==> images/density.png <==
(2 px per um) The die is cut into 16 by 18 equal tiles; white is low, dark blue is high, 0 to 100% covered.
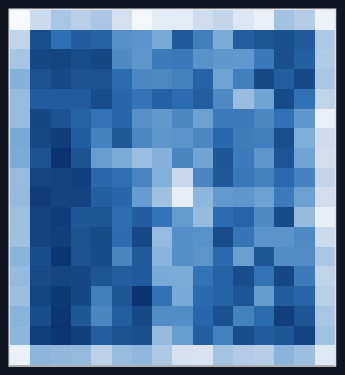
==> images/met1.png <==
(1.5 px per um) Supply wires on this layer in gray.
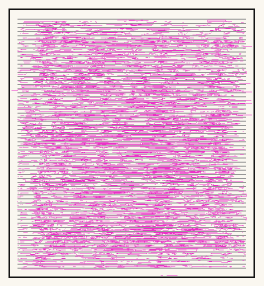
==> images/final_clocks.png <==
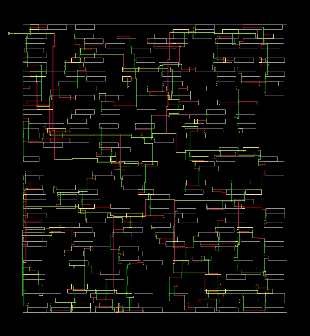
==> images/clock_map.png <==
(2 px per um)
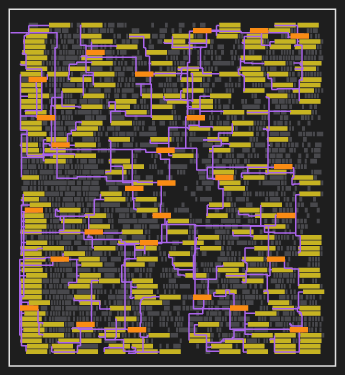
==> images/met3.png <==
(3 px per um) Cells faint in the background.
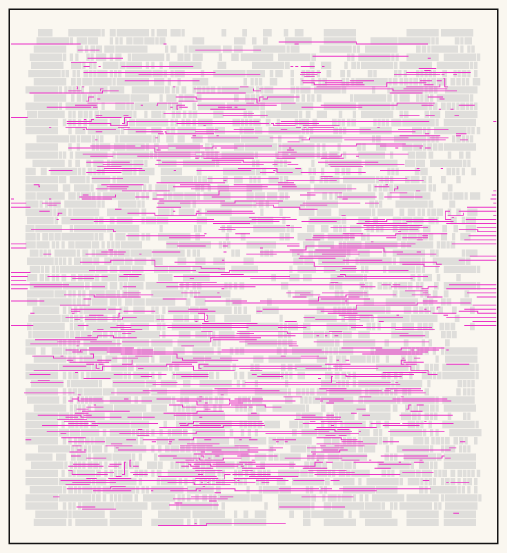
`src/rtl/cpu_mem_pkg.sv`:
```
// Shared memory types and default geometry for the CPU instruction/data memories.
package cpu_mem_pkg;

   localparam int unsigned DMB_DATA_W = 16;
   localparam int unsigned DMB_ADDR_W = 4;
   localparam int unsigned DMB_NUM_RD = 2;

   typedef enum logic {
      DMB_IDLE  = 1'b0,
      DMB_CLEAR = 1'b1
   } dmb_state_t;

endpackage : cpu_mem_pkg

```
`src/rtl/data_memory_bank_if.sv`:
```
// Write/read/status bundle between the CPU datapath (master) and the data memory bank (slave).
interface data_memory_bank_if #(
   parameter int unsigned DATA_W = cpu_mem_pkg::DMB_DATA_W,
   parameter int unsigned ADDR_W = cpu_mem_pkg::DMB_ADDR_W,
   parameter int unsigned NUM_RD = cpu_mem_pkg::DMB_NUM_RD
);

   logic                       load;
   logic                       is_instruction;
   logic [ADDR_W-1:0]          load_address;
   logic [DATA_W-1:0]          cpu_input;
   logic                       err_inject;
   logic                       clear_req;
   logic [NUM_RD*ADDR_W-1:0]   rd_addr;
   logic [NUM_RD*DATA_W-1:0]   rd_data;
   logic [NUM_RD-1:0]          parity_err;
   logic                       busy;
   logic                       load_accepted;

   modport master (
      output load, is_instruction, load_address, cpu_input, err_inject, clear_req, rd_addr,
      input  rd_data, parity_err, busy, load_accepted
   );

   modport slave (
      input  load, is_instruction, load_address, cpu_input, err_inject, clear_req, rd_addr,
      output rd_data, parity_err, busy, load_accepted
   );

endinterface : data_memory_bank_if

```
`src/rtl/dmem_clear_seq.sv`:
```
// Clear sequencer: sweeps every word to zero after reset and on clear_req.
module dmem_clear_seq #(
   parameter int unsigned ADDR_W = cpu_mem_pkg::DMB_ADDR_W
) (
   input  logic              clk,
   input  logic              rst_n,
   input  logic              clear_req,
   output logic              clr_we_c,
   output logic [ADDR_W-1:0] clr_addr,
   output logic              busy
);
   import cpu_mem_pkg::*;

   localparam logic [ADDR_W-1:0] LAST_ADDR = '1;

   dmb_state_t        state_q, state_d;
   logic [ADDR_W-1:0] clr_ptr_q, clr_ptr_d;
   logic              busy_q, busy_d;

   // Next-state: sweep one word per cycle, return to IDLE after the last word.
   always_comb begin
      state_d   = state_q;
      clr_ptr_d = clr_ptr_q;
      case (state_q)
         DMB_IDLE: begin
            if (clear_req) state_d = DMB_CLEAR;
         end
         DMB_CLEAR: begin
            clr_ptr_d = clr_ptr_q + ADDR_W'(1);
            if (clr_ptr_q == LAST_ADDR) state_d = DMB_IDLE;
         end
         default: state_d = DMB_IDLE;
      endcase
      busy_d = (state_d == DMB_CLEAR);
   end

   // State, pointer and busy registers; reset starts a fresh sweep from word 0.
   always_ff @(posedge clk or negedge rst_n) begin
      if (!rst_n) begin
         state_q   <= DMB_CLEAR;
         clr_ptr_q <= '0;
         busy_q    <= 1'b1;
      end else begin
         state_q   <= state_d;
         clr_ptr_q <= clr_ptr_d;
         busy_q    <= busy_d;
      end
   end

   assign clr_we_c = (state_q == DMB_CLEAR);
   assign clr_addr = clr_ptr_q;
   assign busy     = busy_q;

endmodule : dmem_clear_seq

```
`src/rtl/data_memory_bank.sv`:
```
// Parametrised CPU data memory: one write port, NUM_RD combinational read ports,
// hardware clear sweep and write-accept pulse.
// Optional per-word even parity: define DATA_MEMORY_BANK_PARITY_EN.
module data_memory_bank #(
   parameter int unsigned DATA_W = cpu_mem_pkg::DMB_DATA_W,
   parameter int unsigned ADDR_W = cpu_mem_pkg::DMB_ADDR_W,
   parameter int unsigned NUM_RD = cpu_mem_pkg::DMB_NUM_RD
) (
   input logic               clk,
   input logic               rst_n,
   data_memory_bank_if.slave bus
);

   localparam int unsigned DEPTH = 1 << ADDR_W;

   logic [DATA_W-1:0]        mem_q [DEPTH];
   logic                     clr_we_c;
   logic [ADDR_W-1:0]        clr_addr;
   logic                     busy;
   logic                     load_accepted_q, load_accepted_d;
   logic                     wr_en_c;
   logic [ADDR_W-1:0]        wr_addr_c;
   logic [DATA_W-1:0]        wr_data_c;
   logic                     wr_par_c;
   logic [NUM_RD*DATA_W-1:0] rd_data_c;
   logic [NUM_RD-1:0]        parity_err_c;

   dmem_clear_seq #(.ADDR_W(ADDR_W)) u_clear_seq (
      .clk       (clk),
      .rst_n     (rst_n),
      .clear_req (bus.clear_req),
      .clr_we_c  (clr_we_c),
      .clr_addr  (clr_addr),
      .busy      (busy)
   );

   // Write port mux: the sweep owns the array while busy, otherwise data writes.
   always_comb begin
      load_accepted_d = bus.load && !bus.is_instruction && !busy;
      wr_en_c         = clr_we_c || load_accepted_d;
      wr_addr_c       = bus.load_address;
      wr_data_c       = bus.cpu_input;
      wr_par_c        = (^bus.cpu_input) ^ bus.err_inject;
      if (clr_we_c) begin
         wr_addr_c = clr_addr;
         wr_data_c = '0;
         wr_par_c  = 1'b0;
      end
   end

   // Storage array; intentionally not reset, the sweep zeroes it.
   always_ff @(posedge clk) begin
      if (wr_en_c) mem_q[wr_addr_c] <= wr_data_c;
   end

   // One-cycle pulse marking a committed data write.
   always_ff @(posedge clk or negedge rst_n) begin
      if (!rst_n) load_accepted_q <= 1'b0;
      else        load_accepted_q <= load_accepted_d;
   end

`ifdef DATA_MEMORY_BANK_PARITY_EN
   logic par_q [DEPTH];

   // Parity bit array, written alongside the data word.
   always_ff @(posedge clk) begin
      if (wr_en_c) par_q[wr_addr_c] <= wr_par_c;
   end

   // Read ports: zero while sweeping, parity compared on the addressed word.
   always_comb begin
      rd_data_c    = '0;
      parity_err_c = '0;
      if (!busy) begin
         for (int k = 0; k < int'(NUM_RD); k++) begin
            rd_data_c[k*DATA_W +: DATA_W] = mem_q[bus.rd_addr[k*ADDR_W +: ADDR_W]];
            parity_err_c[k] = (^mem_q[bus.rd_addr[k*ADDR_W +: ADDR_W]])
                              != par_q[bus.rd_addr[k*ADDR_W +: ADDR_W]];
         end
      end
   end
`else
   logic unused_par_c;
   assign unused_par_c = wr_par_c;

   // Read ports: zero while sweeping; no parity storage in this build.
   always_comb begin
      rd_data_c    = '0;
      parity_err_c = '0;
      if (!busy) begin
         for (int k = 0; k < int'(NUM_RD); k++) begin
            rd_data_c[k*DATA_W +: DATA_W] = mem_q[bus.rd_addr[k*ADDR_W +: ADDR_W]];
         end
      end
   end
`endif

   assign bus.rd_data       = rd_data_c;
   assign bus.parity_err    = parity_err_c;
   assign bus.busy          = busy;
   assign bus.load_accepted = load_accepted_q;

endmodule : data_memory_bank

```
`src/flat_wrapper.sv`:
```
// flat-port wrapper written by rule: the top's interface ports become plain ports
module data_memory_bank_flat 
#(
   parameter int unsigned DATA_W = cpu_mem_pkg::DMB_DATA_W,
   parameter int unsigned ADDR_W = cpu_mem_pkg::DMB_ADDR_W,
   parameter int unsigned NUM_RD = cpu_mem_pkg::DMB_NUM_RD
)
  (clk, rst_n, bus_load, bus_is_instruction, bus_load_address, bus_cpu_input, bus_err_inject, bus_clear_req, bus_rd_addr, bus_rd_data, bus_parity_err, bus_busy, bus_load_accepted);
  data_memory_bank_if #(.DATA_W(DATA_W), .ADDR_W(ADDR_W), .NUM_RD(NUM_RD)) bus_i ();
  input logic clk;
  input logic rst_n;
  input wire logic [$bits(bus_i.load)-1:0] bus_load;
  input wire logic [$bits(bus_i.is_instruction)-1:0] bus_is_instruction;
  input wire logic [$bits(bus_i.load_address)-1:0] bus_load_address;
  input wire logic [$bits(bus_i.cpu_input)-1:0] bus_cpu_input;
  input wire logic [$bits(bus_i.err_inject)-1:0] bus_err_inject;
  input wire logic [$bits(bus_i.clear_req)-1:0] bus_clear_req;
  input wire logic [$bits(bus_i.rd_addr)-1:0] bus_rd_addr;
  output wire logic [$bits(bus_i.rd_data)-1:0] bus_rd_data;
  output wire logic [$bits(bus_i.parity_err)-1:0] bus_parity_err;
  output wire logic [$bits(bus_i.busy)-1:0] bus_busy;
  output wire logic [$bits(bus_i.load_accepted)-1:0] bus_load_accepted;
  assign bus_i.load = bus_load;
  assign bus_i.is_instruction = bus_is_instruction;
  assign bus_i.load_address = bus_load_address;
  assign bus_i.cpu_input = bus_cpu_input;
  assign bus_i.err_inject = bus_err_inject;
  assign bus_i.clear_req = bus_clear_req;
  assign bus_i.rd_addr = bus_rd_addr;
  assign bus_rd_data = bus_i.rd_data;
  assign bus_parity_err = bus_i.parity_err;
  assign bus_busy = bus_i.busy;
  assign bus_load_accepted = bus_i.load_accepted;
  data_memory_bank #(.DATA_W(DATA_W), .ADDR_W(ADDR_W), .NUM_RD(NUM_RD)) u_core (.clk(clk), .rst_n(rst_n), .bus(bus_i));
endmodule
```
`config.mk`:
```
export PLATFORM = sky130hd
export DESIGN_NAME = data_memory_bank_flat
export DESIGN_NICKNAME = d
export VERILOG_FILES = /design/src/rtl/cpu_mem_pkg.sv /design/src/rtl/data_memory_bank_if.sv /design/src/rtl/dmem_clear_seq.sv /design/src/rtl/data_memory_bank.sv /design/src/flat_wrapper.sv
export SDC_FILE = /design/constraint.sdc
export NUM_CORES = 1
export LEC_CHECK = 0
export ABC_AREA = 1
export CORE_ASPECT_RATIO = 1.1
export CORE_MARGIN = 5
export CORE_UTILIZATION = 55
export CTS_BUF_LIST = sky130_fd_sc_hd__clkbuf_8 sky130_fd_sc_hd__clkbuf_16
export DETAILED_ROUTE_END_ITERATION = 10
export GPL_TIMING_DRIVEN = 0
export PLACE_DENSITY = 0.74
export SETUP_SLACK_MARGIN = 0.2
export SLEW_MARGIN = 20
export SYNTH_ARGS = -nofsm -noshare
export SYNTH_HDL_FRONTEND = slang
export SYNTH_SLANG_ARGS = --single-unit
```
`constraint.sdc`:
```
create_clock -name clk -period 2.6 [get_ports clk]
set_clock_uncertainty 0.15 [all_clocks]
set_input_delay 0.52 -clock clk [delete_from_list [all_inputs] [get_ports clk]]
set_output_delay 0.52 -clock clk [all_outputs]
set_load 0.005 [all_outputs]
```
==> metrics.csv <==
metric;value;unit
status;completed;
die_width;162;um
setup_violations;0;
lay_top_count;nand2_1;
warning_count;29;
nFillCells;1751;
syn_area_per_cell;8.18;sq um
area_growth;34.7;%
drv_cap;0;
synth.distinct_cells;21;
use_met3;12.0;%
nWellTaps;346;
slowest_stage;dfstp_2;
yosys-top-cells-area;edfxtp_1, nand3_1, nand2_1;
post-route-drc-count;0;
switching_share;37.1;%
grtUsageMet2;65.7;%
arrival;1910;ps
r2r_cells;5;
worstPathMaxFanout;6;
power_frac_seq;38.6;%
rsz0062_at_grt;true;
period_needed;2580;ps
firstDrtPassIters;8;
io_pins;70;
grt_use_met1;54.0;%
syn-cell-area;14000;sq um
ys_chip_area;14000;sq um
synthCells;1717;
critPathMostFrequentCell;buf_12;
clkPwrFrac;23.3;%
slew_headroom;31.8;%
regArea;7840;sq um
cts_resized;608;
tritoncts;done;
slew_viol_final;0;
route.met3.wl;9.30;mm
cp.depth;6;
layout-drive-gt1-share;25.0;%
power_frac_comb;38.2;%
max_clock_freq;388;MHz
clockRootBuffer;clkbuf_16;
crit_path_end_kind;output port;
top_layer_used;met4;
buf_share;15.3;%
numPortBuffers;62;
worst_pin_slew;1020;ps
top_area_cell;edfxtp_1;
Back to the opening pictures, density.png:
fullest tile	99%
mean over tiles	64%
densest ninth of the die	middle left
tiles over 75% full	42%

Back to the opening pictures, met1.png:
main direction	horizontal
nets with wire on the layer	1795
share of all routed wire	33%
wire length on this layer	20.9 mm
via count: 14100
routed wire length: 63.4 mm

Back to the opening pictures, final_clocks.png:
flip-flops: 262
clkbuf count: 30
number of buffers created by CTS: 27
Clock net power: 3.88 mW
clk_lat worst skew: 540 ps

Back to the opening pictures, clock_map.png:
[cells driving clock nets] orange | count: 27
[clock wires] purple | length: 3340 um
[flip-flops] yellow | count: 262
flops lie	all over the die
routed clock nets	28

Back to the opening pictures, met3.png:
nets with wire on the layer	379
wire length on this layer	9300 um
longest straight run	107 um
share of all routed wire	15%
main direction	horizontal

[through the flow]
stage | std cells | hold WS (ps) | area [sq um] | setup WS (ps)
finish | 2253 | 69.4 | 18900 | 21.9
global route | 2252 | 73.8 | 18900 | -104
CTS | 2232 | 63.0 | 18600 | 62.0
detailed placement | 2148 | 325 | 15500 | -1190
global placement | 2126 | 310 | 15100 | -1210
floorplan | 1718 | 74.4 | 14000 | 307
[Yosys cell counts]
library cell / number
inv_2: 4
nor2_1: 36
o21ai_0: 2
dfrtp_1: 5
buf_4: 2
edfxtp_1: 256
nand4_1: 1
ha_1: 1
conb_1: 1
clkbuf_1: 23
buf_1: 8
xnor2_1: 1
inv_1: 285
buf_2: 77
nand3_1: 452
dfstp_2: 1
a31oi_1: 1
a21oi_1: 33
nor3_1: 1
nand2_1: 525
xor2_1: 2
[cells by family after synthesis]
| kind of cell | Yosys count | share of synthesized area [%] |
|---|---|---|
| other cells | 1 | 0.0267 |
| buf+inv | 399 | 11.4 |
| compound gates | 36 | 1.29 |
| xor+xnor | 3 | 0.187 |
| simple gates | 1015 | 31.2 |
| fa+ha+maj | 1 | 0.0891 |
| flops | 262 | 55.8 |
[power by group through the flow]
stage,Sequential (mW),Clock (mW),Combinational [mW]
finish,6.44,3.88,6.37
global route,6.50,4.06,6.62
CTS,6.42,3.86,5.74
detailed placement,6.50,0,4.73
global placement,6.53,0,4.16
floorplan,6.45,0,2.45
[worst register-to-register path, cell delays in order (launching register included)]
cell and delay [ps]:
dfstp_2 580, inv_1 100, a21oi_1 330, nand3_1 310, nor2_2 540, buf_8 230
[state kept, by name, indices dropped and copies added (netlist names)]
| name | cells |
|---|---|
| u_core.u_clear_seq.clr_addr | 4 |
| u_core.mem_q | 256 |
| u_core.u_clear_seq.busy | 1 |
| u_core.bus.load_accepted | 1 |
Power is estimated from default activity; no workload was simulated.
